File: src/rtl/arb_pkg.sv
// Shared types and constants for the memory bus arbiter: FSM states,
// grant identifiers and the legal range of the access wait length.
package arb_pkg;

  typedef enum logic [1:0] {
    IDLE   = 2'd0,
    ACCESS = 2'd1,
    DONE   = 2'd2
  } state_e;

  localparam logic GNT_CPU = 1'b0;
  localparam logic GNT_IO  = 1'b1;

  localparam int WAIT_MIN = 1;
  localparam int WAIT_MAX = 15;
  localparam int CNT_W    = 4;

  // Counter preload: the load edge itself accounts for the first mem_en cycle.
  function automatic logic [CNT_W-1:0] wait_load(input int wait_cycles);
    return CNT_W'(wait_cycles - 1);
  endfunction

endpackage

File: src/rtl/arb_wait_counter.sv
// Load/decrement down-counter timing the mem_en window; zero_o flags the
// last cycle of an access.
module arb_wait_counter
  import arb_pkg::*;
(
  input  logic             clk,
  input  logic             reset,
  input  logic             load_i,
  input  logic [CNT_W-1:0] load_val_i,
  input  logic             dec_i,
  output logic             zero_o
);

  logic [CNT_W-1:0] cnt_q;

  // Load wins over decrement; the count saturates at zero.
  always_ff @(posedge clk or negedge reset) begin
    if (!reset) begin
      cnt_q <= {CNT_W{1'b0}};
    end else if (load_i) begin
      cnt_q <= load_val_i;
    end else if (dec_i && (cnt_q != {CNT_W{1'b0}})) begin
      cnt_q <= cnt_q - {{(CNT_W-1){1'b0}}, 1'b1};
    end else begin
      cnt_q <= cnt_q;
    end
  end

  assign zero_o = (cnt_q == {CNT_W{1'b0}});

endmodule

File: src/rtl/mem_bus_arbiter.sv
// Round-robin arbiter sharing one memory port between the CPU controller and
// the I/O requester; fixed-length accesses finish with a one-cycle ack.
module mem_bus_arbiter
  import arb_pkg::*;
#(
  parameter int AW   = 8,
  parameter int DW   = 16,
  parameter int WAIT = 2
) (
  input  logic          clk,
  input  logic          reset,
  input  logic          req_cpu,
  input  logic          we_cpu,
  input  logic [AW-1:0] addr_cpu,
  input  logic [DW-1:0] wdata_cpu,
  input  logic          req_io,
  input  logic          we_io,
  input  logic [AW-1:0] addr_io,
  input  logic [DW-1:0] wdata_io,
  output logic          ack_cpu,
  output logic          ack_io,
  output logic [DW-1:0] rdata,
  output logic          grant_cpu,
  output logic          grant_io,
  output logic          busy,
  output logic          mem_en,
  output logic          mem_we,
  output logic [AW-1:0] mem_addr,
  output logic [DW-1:0] mem_wdata,
  input  logic [DW-1:0] mem_rdata
);

  localparam logic [CNT_W-1:0] WAIT_LOAD = wait_load(WAIT);

  state_e        state_q;
  logic          last_grant_q;
  logic          ack_cpu_q, ack_io_q, grant_cpu_q, grant_io_q, busy_q;
  logic          mem_en_q, mem_we_q;
  logic [AW-1:0] mem_addr_q;
  logic [DW-1:0] mem_wdata_q, rdata_q;

  logic          pick_io_s, start_s, cnt_zero_s;
  logic          we_d;
  logic [AW-1:0] addr_d;
  logic [DW-1:0] wdata_d;

  // Winner selection: a lone requester wins; on a tie the one not served last.
  always_comb begin
    pick_io_s = 1'b0;
    if (req_cpu && req_io) begin
      pick_io_s = (last_grant_q == GNT_CPU);
    end else begin
      pick_io_s = req_io;
    end
    if (pick_io_s) begin
      we_d    = we_io;
      addr_d  = addr_io;
      wdata_d = wdata_io;
    end else begin
      we_d    = we_cpu;
      addr_d  = addr_cpu;
      wdata_d = wdata_cpu;
    end
  end

  assign start_s = (state_q == IDLE) && (req_cpu || req_io);

  arb_wait_counter u_wait_cnt (
    .clk        (clk),
    .reset      (reset),
    .load_i     (start_s),
    .load_val_i (WAIT_LOAD),
    .dec_i      (state_q == ACCESS),
    .zero_o     (cnt_zero_s)
  );

  // Access FSM with all bus-facing outputs registered.
  always_ff @(posedge clk or negedge reset) begin
    if (!reset) begin
      state_q      <= IDLE;
      last_grant_q <= GNT_IO;
      ack_cpu_q    <= 1'b0;
      ack_io_q     <= 1'b0;
      grant_cpu_q  <= 1'b0;
      grant_io_q   <= 1'b0;
      busy_q       <= 1'b0;
      mem_en_q     <= 1'b0;
      mem_we_q     <= 1'b0;
      mem_addr_q   <= {AW{1'b0}};
      mem_wdata_q  <= {DW{1'b0}};
      rdata_q      <= {DW{1'b0}};
    end else begin
      case (state_q)
        IDLE: begin
          if (start_s) begin
            state_q      <= ACCESS;
            last_grant_q <= pick_io_s ? GNT_IO : GNT_CPU;
            grant_cpu_q  <= !pick_io_s;
            grant_io_q   <= pick_io_s;
            busy_q       <= 1'b1;
            mem_en_q     <= 1'b1;
            mem_we_q     <= we_d;
            mem_addr_q   <= addr_d;
            mem_wdata_q  <= wdata_d;
          end
        end
        ACCESS: begin
          if (cnt_zero_s) begin
            state_q   <= DONE;
            mem_en_q  <= 1'b0;
            mem_we_q  <= 1'b0;
            ack_cpu_q <= grant_cpu_q;
            ack_io_q  <= grant_io_q;
            if (!mem_we_q) begin
              rdata_q <= mem_rdata;
            end
          end
        end
        DONE: begin
          state_q     <= IDLE;
          ack_cpu_q   <= 1'b0;
          ack_io_q    <= 1'b0;
          grant_cpu_q <= 1'b0;
          grant_io_q  <= 1'b0;
          busy_q      <= 1'b0;
        end
        default: begin
          state_q     <= IDLE;
          ack_cpu_q   <= 1'b0;
          ack_io_q    <= 1'b0;
          grant_cpu_q <= 1'b0;
          grant_io_q  <= 1'b0;
          busy_q      <= 1'b0;
          mem_en_q    <= 1'b0;
          mem_we_q    <= 1'b0;
        end
      endcase
    end
  end

  assign ack_cpu   = ack_cpu_q;
  assign ack_io    = ack_io_q;
  assign rdata     = rdata_q;
  assign grant_cpu = grant_cpu_q;
  assign grant_io  = grant_io_q;
  assign busy      = busy_q;
  assign mem_en    = mem_en_q;
  assign mem_we    = mem_we_q;
  assign mem_addr  = mem_addr_q;
  assign mem_wdata = mem_wdata_q;

endmodule

File: config.mk
export PLATFORM = sky130hd
export DESIGN_NAME = mem_bus_arbiter
export DESIGN_NICKNAME = d
export VERILOG_FILES = /design/src/rtl/arb_pkg.sv /design/src/rtl/arb_wait_counter.sv /design/src/rtl/mem_bus_arbiter.sv
export SDC_FILE = /design/constraint.sdc
export NUM_CORES = 1
export LEC_CHECK = 0
export ABC_AREA = 1
export CAP_MARGIN = 20
export CORE_MARGIN = 5
export CORE_UTILIZATION = 41
export CTS_CLUSTER_DIAMETER = 30
export CTS_CLUSTER_SIZE = 30
export DETAILED_ROUTE_END_ITERATION = 10
export PLACE_DENSITY_LB_ADDON = 0.1
export SETUP_SLACK_MARGIN = 0.1
export SKIP_CTS_REPAIR_TIMING = 1
export SLEW_MARGIN = 15
export SYNTH_ARGS = -nofsm -noshare
export SYNTH_HDL_FRONTEND = slang
export SYNTH_SLANG_ARGS = --single-unit
File: constraint.sdc
create_clock -name clk -period 1.69 [get_ports clk]
set_input_delay 0.338 -clock clk [delete_from_list [all_inputs] [get_ports clk]]
set_output_delay 0.338 -clock clk [all_outputs]
set_load 0.02 [all_outputs]
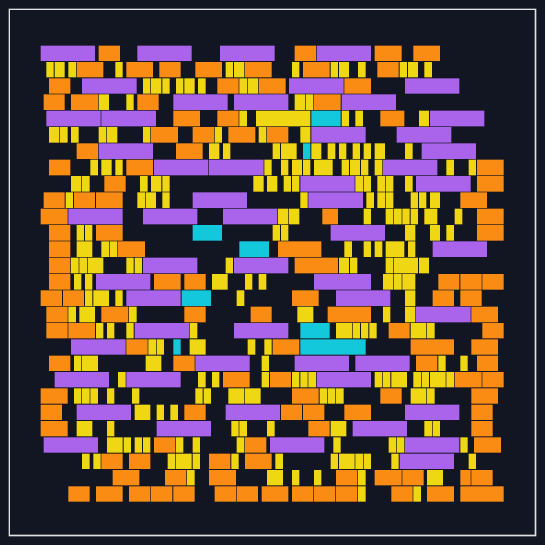
*Cells colored by class, run 1*
Scale: 6 px per um.
Key: flip-flops = purple [cells 54]; other buffers and delay cells = orange [cells 123]; clock drivers and dummy loads = cyan [cells 8]; all other logic = yellow [cells 235]

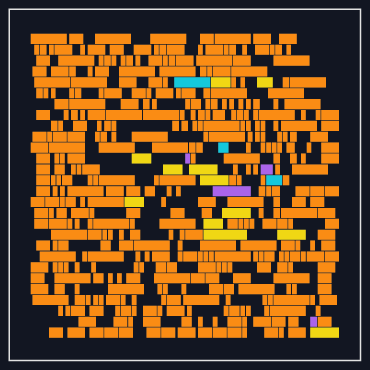
*Cell sizes after repair, run 1*
Scale: 4 px per um.
Key: drive 6 and up = yellow [cells 12, share 2.9%]; drive 3 to 4 = cyan [cells 3, share 0.71%]; drive 2 = purple [cells 4, share 0.95%]; drive 1 or less = orange [cells 401, share 95%, most used nand2_1]
area grow syn2layout: 62.92%
finished layout cell area: 4008 um^2
Non-Clock Buffer Count: 123
worst setup margin: 0.2309 ns

==> reports/metrics.csv, run 1 <==
stage;metric;value;unit
final_timing;worstMarginPinSlew;0.3028;ns
power;pwr-share-clk;12.3;%
global_routing;grt_max_degree;55;
finish;diodes;0;
synth;synth_nets;373;
worst_setup_path;r2r_slack;0.31;ns
global_routing;antenna_found_initial;0;
worst_setup_path;cp_num_buf_inv;2;
synth;top_area_cell;dfrtp_1;
power;p_seq_share;33.0;%
finish;lay_top_cells;115 x nand2_1, 68 x clkdlybuf4s50_1, 53 x dfrtp_1, 49 x inv_1, 47 x dlymetal6s2s_1;
power;comb-power;0.00374;W
finish;clkbuf_count;7;
job;max_cap_violations;0;
final_timing;fin_tns_setup;0;ns
power;internal_power;0.004046;W
synth;ys_warn_count;0;
power;total_power;0.006840;W
power;switching_share;40.84;%
worst_setup_path;crit_slowest_cell;clkdlybuf4s50_1;
worst_setup_path;critPathMaxFanout;51;
final_timing;rsz0062_at_grt;false;
synth;synthAoiAreaFrac;13.07;%
clock_tree;cts.sinks;54;
floorplan;die_area;7648;um^2
route;highest_layer;met4;
power;power_frac_comb;54.7;%
placed_design;portBuffers;116;
global_routing;grt_use_met3;5.109;%
placed_design;post-place-cells;487;
synth;synth.area.top_cells;dfrtp_1 54%, nand2_1 18%, inv_1 7.6%;
synth;flop_cell;dfrtp_1;
floorplan;core.rowCount;28;
clock_tree;cts-buffers-inserted;5;
final_timing;finClkSkew;0.007285;ns
finish;comb_share;21.82;%
route;wl_met1;2830;um
finish;buffer_area_share;34.75;%
final_timing;hold_viol;0;
worst_setup_path;reg2reg_to;mem_wdata[2];
synth;ys_cells;302;
route;viasPerCell;4.699;
placed_design;pre_cts_ws;-0.07556;ns
power;vdd_drop_max;0.8843;mV
worst_setup_path;r2r_start;last_grant_q;
outcome;status;finished, final reports clean;
placed_design;post_dp_cell_area;3767;um^2
worst_setup_path;crit_required;1.87;ns
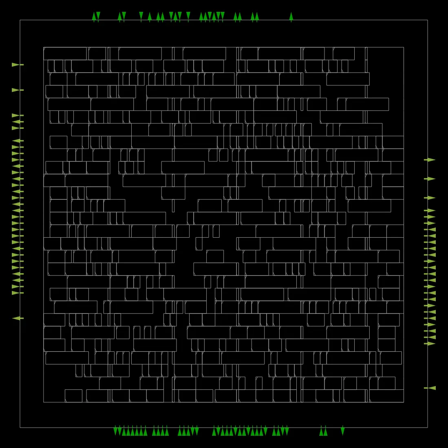
*Cell placement, run 1*
filler cell count in the final layout: 512
Non-Filler Instances: 495
Well Taps: 75
Seq cells: 54
flop share of the area: 33.75%

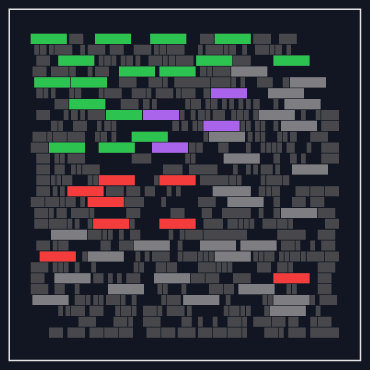
*Sequential cells grouped by signal name, run 1*
Scale: 4 px per um.
Key: mem_addr = red [sequential cells 8]; u_wait_cnt.cnt_q = purple [sequential cells 4]; rdata = green [sequential cells 16]
Another 26 sequential cells are not colored.

--- run 2 (diff from run 1) ---
--- a/config.mk
+++ b/config.mk
@@ -19,3 +19,4 @@
 export SYNTH_ARGS = -nofsm -noshare
 export SYNTH_HDL_FRONTEND = slang
 export SYNTH_SLANG_ARGS = --single-unit
+export TNS_END_PERCENT = 30
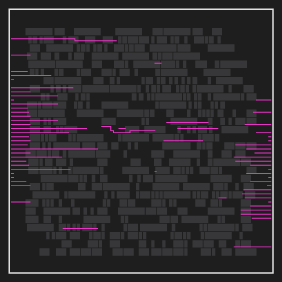
*Met3 routing, run 2*
Scale: 3 px per um. Cells faint in the background.
63 nets have wire on it. The longest straight run is 28.8 um. The layer holds 8.7% of the routed length. The layer carries 569 um of wire. The wires run mostly horizontal.
WL final: 6563 um
M3 GR Usage: 5.109%

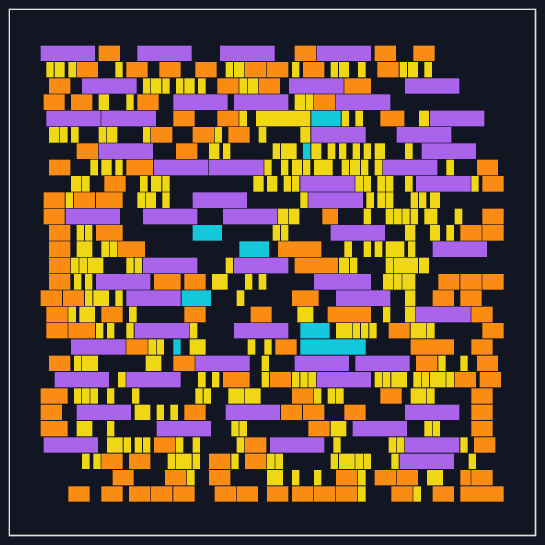
*Cells colored by class, run 2*
Scale: 6 px per um.
Key: clock drivers and dummy loads = cyan [cells 8]; flip-flops = purple [cells 54]; other buffers and delay cells = orange [cells 123]; all other logic = yellow [cells 235]

==> reports/metrics.csv, run 2 <==
stage;metric;value;unit
worst_setup_path;crit_required;1.35;ns
placed_design;post_dp_cell_area;3767;um^2
synth;flop_cell;dfrtp_1;
finish;final_cells;495;
synth;synthAoiAreaFrac;13.07;%
placed_design;post-place-cells;487;
worst_setup_path;r2r_start;last_grant_q;
placed_design;portBuffers;116;
final_timing;hold_viol;0;
global_routing;grt_max_degree;55;
worst_setup_path;crit_slowest_cell;clkdlybuf4s50_1;
final_timing;worstMarginPinSlew;0.3025;ns
power;power_frac_comb;55.1;%
finish;comb_share;22.33;%
placed_design;pre_cts_ws;-0.07556;ns
finish;clkbuf_count;7;
final_timing;fin_tns_setup;0;ns
synth;ys_warn_count;0;
route;viasPerCell;4.681;
power;p_seq_share;32.7;%
synth;top_area_cell;dfrtp_1;
worst_setup_path;reg2reg_to;mem_wdata[2];
worst_setup_path;critPathMaxFanout;2;
finish;fillers;532;
synth;synth.area.top_cells;dfrtp_1 54%, nand2_1 18%, inv_1 7.6%;
power;internal_power;0.004130;W
route;wl_met1;2788;um
finish;synthToLayoutAreaGrowth;59.26;%
power;vdd_drop_max;0.9115;mV
synth;synth_nets;373;
finish;diodes;0;
finish;n_all_buffers;123;
worst_setup_path;r2r_slack;0.30;ns
worst_setup_path;critical_path_class;reg -> out;
finish;sh_seq_area;34.53;%
power;switching_share;40.44;%
finish;final_area;3918;um^2
floorplan;taps;75;
outcome;status;finished, final reports clean;
final_timing;rsz0062_at_grt;true;
global_routing;antenna_found_initial;0;
power;total_power;0.006933;W
route;highest_layer;met4;
--- run 3 (diff from run 2) ---
--- a/config.mk
+++ b/config.mk
@@ -12,10 +12,9 @@
 export CTS_CLUSTER_DIAMETER = 30
 export CTS_CLUSTER_SIZE = 30
 export DETAILED_ROUTE_END_ITERATION = 10
-export PLACE_DENSITY_LB_ADDON = 0.1
+export PLACE_DENSITY = 0.89
 export SETUP_SLACK_MARGIN = 0.1
 export SKIP_CTS_REPAIR_TIMING = 1
-export SLEW_MARGIN = 15
 export SYNTH_ARGS = -nofsm -noshare
 export SYNTH_HDL_FRONTEND = slang
 export SYNTH_SLANG_ARGS = --single-unit
==> reports/metrics.csv, run 3 <==
stage;metric;value;unit
placed_design;post_dp_cell_area;3737;um^2
synth;flop_cell;dfrtp_1;
synth;synth.area.top_cells;dfrtp_1 54%, nand2_1 18%, inv_1 7.6%;
worst_setup_path;reg2reg_to;mem_addr[6];
worst_setup_path;critPathMaxFanout;26;
job;max_cap_violations;0;
floorplan;die_area;7648;um^2
global_routing;antenna_found_initial;0;
power;power_frac_comb;53.9;%
finish;flop-count;54;
power;pwr-share-clk;12.6;%
route;wl;6806;um
global_routing;grt_use_met3;4.541;%
final_timing;hold_viol;0;
route;wl_met1;2519;um
final_timing;worst_slack;0.2005;ns
clock_tree;cts.sinks;54;
worst_setup_path;r2r_start;state_q[1];
placed_design;pre_cts_ws;-0.1729;ns
outcome;status;finished, final reports clean;
worst_setup_path;cp_num_buf_inv;1;
worst_setup_path;crit_required;1.89;ns
clock_tree;cts-buffers-inserted;5;
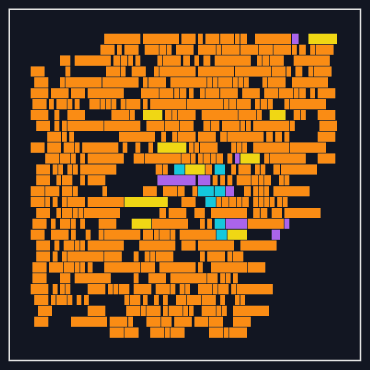
*Cell sizes after repair, run 3*
Scale: 4 px per um.
Key: drive 2 = purple [cells 8, share 1.9%, most used inv_2]; drive 1 or less = orange [cells 397, share 94%, most used nand2_1]; drive 6 and up = yellow [cells 9, share 2.1%, most used clkbuf_8]; drive 3 to 4 = cyan [cells 7, share 1.7%, most used buf_4]
area grow syn2layout: 61.75%
finished layout cell area: 3979 um^2
Non-Clock Buffer Count: 124

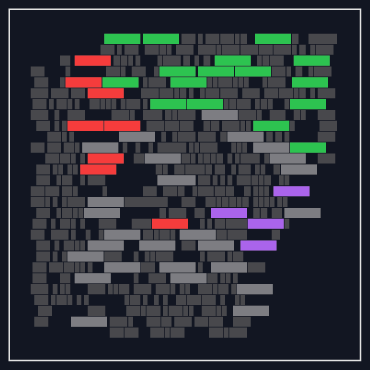
*Sequential cells grouped by signal name, run 3*
Scale: 4 px per um.
Key: mem_addr = red [sequential cells 8]; rdata = green [sequential cells 16]; u_wait_cnt.cnt_q = purple [sequential cells 4, where middle right]

Power figures rest on the tool's default switching activity, not on a simulated workload.
